M2 wires:
Scale: 8 px per um. Cells faint in the background.
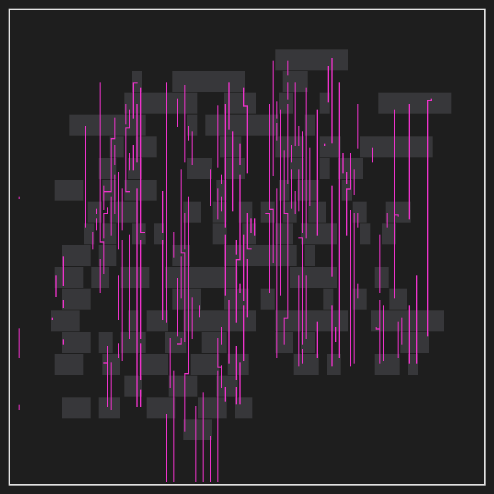
Signal metal coverage by tile:
Scale: 6 px per um. The die is cut into 12 by 12 equal tiles; dark blue is low, red is high, scaled to the fullest tile. Values are wire area over tile area, all layers added.
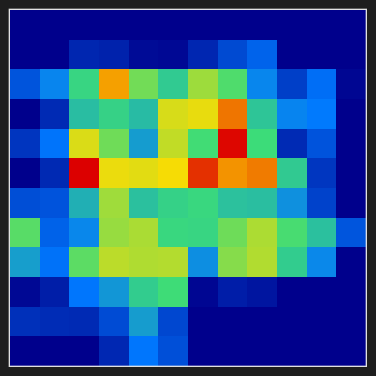
M3 wires:
Scale: 8 px per um. Cells faint in the background.
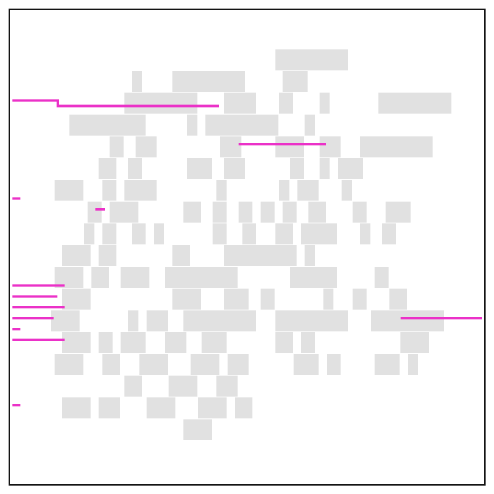
I/O pins on the die edge:
Scale: 8 px per um. Pins as bars across the die edge, other pins in gray.
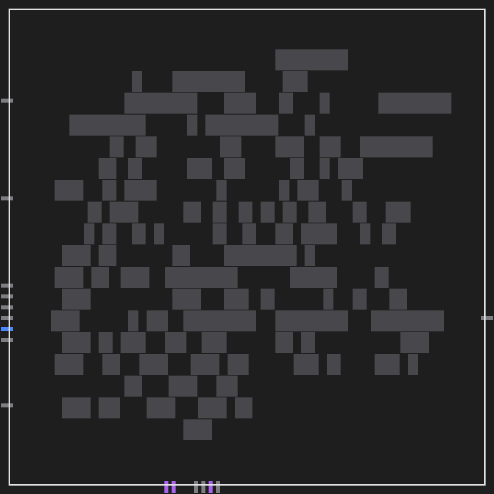
==> config.mk <==
export PLATFORM = sky130hd
export DESIGN_NAME = elevator_controller
export DESIGN_NICKNAME = d
export VERILOG_FILES = /design/src/rtl/elevator_controller.sv
export SDC_FILE = /design/constraint.sdc
export NUM_CORES = 1
export LEC_CHECK = 0
export CAP_MARGIN = 20
export CELL_PAD_IN_SITES_DETAIL_PLACEMENT = 1
export CELL_PAD_IN_SITES_GLOBAL_PLACEMENT = 1
export CORE_MARGIN = 4
export CORE_UTILIZATION = 30
export CTS_CLUSTER_SIZE = 16
export DETAILED_ROUTE_END_ITERATION = 16
export HOLD_SLACK_MARGIN = 0.12
export PLACE_DENSITY = 0.66
export SETUP_SLACK_MARGIN = 0.2
export SYNTH_ARGS = -nofsm -noshare
export SYNTH_HDL_FRONTEND = slang
export SYNTH_SLANG_ARGS = --single-unit
==> constraint.sdc <==
create_clock -name clk -period 4.2 [get_ports clk]
set_input_delay 0.42 -clock clk [delete_from_list [all_inputs] [get_ports clk]]
set_output_delay 0.42 -clock clk [all_outputs]
set_load 0.02 [all_outputs]
==> impl_metrics.ini <==
; physical design summary
[yosys]
xor_share_pct = 0
aoi_share_pct = 21.90
synth-simple-area-share_pct = 32.22
synthArstFlopShare_pct = 100.0
syn_nets = 97
common_cells = dfrtp_1 (11), nor2_1 (8), nor3_1 (8), o21ai_0 (6), a21oi_1 (5)
top_area_share_pct = 34.92
ys_cells = 88
topCombFamilyByArea = simple AND/OR/NAND/NOR gates
yosysWarnings = 0
synth_seq_share_pct = 38.25
avgSynthCellArea_um2 = 8.957
netlist.top_cell.by_area = dfrtp_1
syn_inst = 88

[critical_path]
cp_top_family = buffers and inverters
crit_path_max_incr_delay_ns = 0.57
reg2reg_depth = 7
cpMaxStageDelayCell = clkdlybuf4s50_1
path_cells = or3_1 > clkdlybuf4s50_1
cp_data_arrival_time_ns = 1.86
path_class = reg -> out
start_kind = register
path_depth = 2
cp_max_fo = 15
crit_required_ns = 3.78
ff2ff_setup_slack_ns = 2.10

[timing]
period_used_pct = 54.17
rsz0062_at_grt = no
slew_violations = 0
fmax_ghz = 0.4395
hold_viol = 0
finClkSkew_ns = 0.01478
relSlewSlack_pct = 63.23
finalCriticalPeriod_ns = 2.275

[finish]
areaGrowthSynthToFinish_pct = 23.81
antennaDiodeCount = 0
final_cells = 133
fin_nets = 113
final_core_util_pct = 39.04
regArea_um2 = 301.5
layout.cells.most_common = clkdlybuf4s50_1
drive_above_1_share_pct = 10.68
nFillCells = 313
mostFrequentLayoutCells = clkdlybuf4s50_1 (15), dfrtp_1 (11), nor3_1 (8), nor2_1 (8), o21ai_0 (6)

[die]
fp.coreArea_um2 = 2500
io-pin-count = 16

[min_path]
hold_path.class = in -> async

[clocking]
post-cts-setup-buffer-count = 0
clk-insertion-delay-late_ns = 0.28
cts_hold_buf = 0
numCtsBuffers = 3
htree_levels = 1
cts_tree = built
cts-root-buf = clkbuf_4
cts_buffer_depth = 2
clock_sinks = 12

[placed_design]
io_buffer_count = 15
post-place-ws_ns = 1.923
placed_area_um2 = 949.7
dp.cells = 129
finalWeightedCongestion = 0.7939

[routing]
firstDrtPassIters = 3
via_per_inst = 5.278
drt_iter0_drc = 6
ant_nets = 0

[global_route]
grt_overflow_total = 0
grt_pass1_vias = 771
grt_max_degree = 16

[power]
irDropWorstVdd_mv = 0.2659
p_total_mw = 0.5625
p_per_area_nw_per_um2 = 576.4

[run]
warnings = 26
cap_viol_max_count = 0

[status]
status = completed
Notes on 'M2 wires' above:
nets with wire on the layer	103
main direction	vertical
longest straight run	34.3 um
share of all routed wire	54%
wire length on this layer	1110 um
GR Layer Usage met2: 24.18%
Routed WL: 2055 um

Notes on 'signal metal coverage by tile' above:
mean over tiles	0.089
tiles over half the peak	23%
densest ninth of the die	middle
emptiest ninth of the die	bottom right
nearly empty tiles	32%
fullest tile	0.33
Avg WL per Cell: 15.45 um
Total GRT Usage: 13.39%
total number of vias: 702

Notes on 'M3 wires' above:
main direction	horizontal
longest straight run	20.0 um
wire length on this layer	78.4 um
nets with wire on the layer	12
met3 GRT Util: 3.922%

Notes on 'I/O pins on the die edge' above:
port	color	pins	direction	edge
busy	blue	1	output	left
state	purple	3	output	bottom
all pins by edge	9 left, 6 bottom, 1 right
die width: 59.26 um
Die Ht: 59.26 um

## layer usage
layer | track usage [%] | vias up | part of all wire, %
met5 | 0 | - | 0
met4 | 1.942 | 0 | 0
met3 | 3.922 | 0 | 3.8
met2 | 24.18 | 14 | 54
met1 | 15.82 | 340 | 42
li1 | - | 348 | -
## final cells by class
cell class | count | share of cell area (%)
Inverter | 3 | 1.154
Tap cell | 30 | 3.846
Multi-Input combinational cell | 69 | 46.03
Clock buffer | 4 | 2.692
Timing Repair Buffer | 15 | 15.38
Sequential cell | 12 | 30.90
## report_power, final
part	switching (mW)	total, mW	internal, mW
combinational	0.159	0.300	0.141
clock	0.0402	0.0769	0.0368
sequential	0.0458	0.186	0.140
total	0.245	0.563	0.318
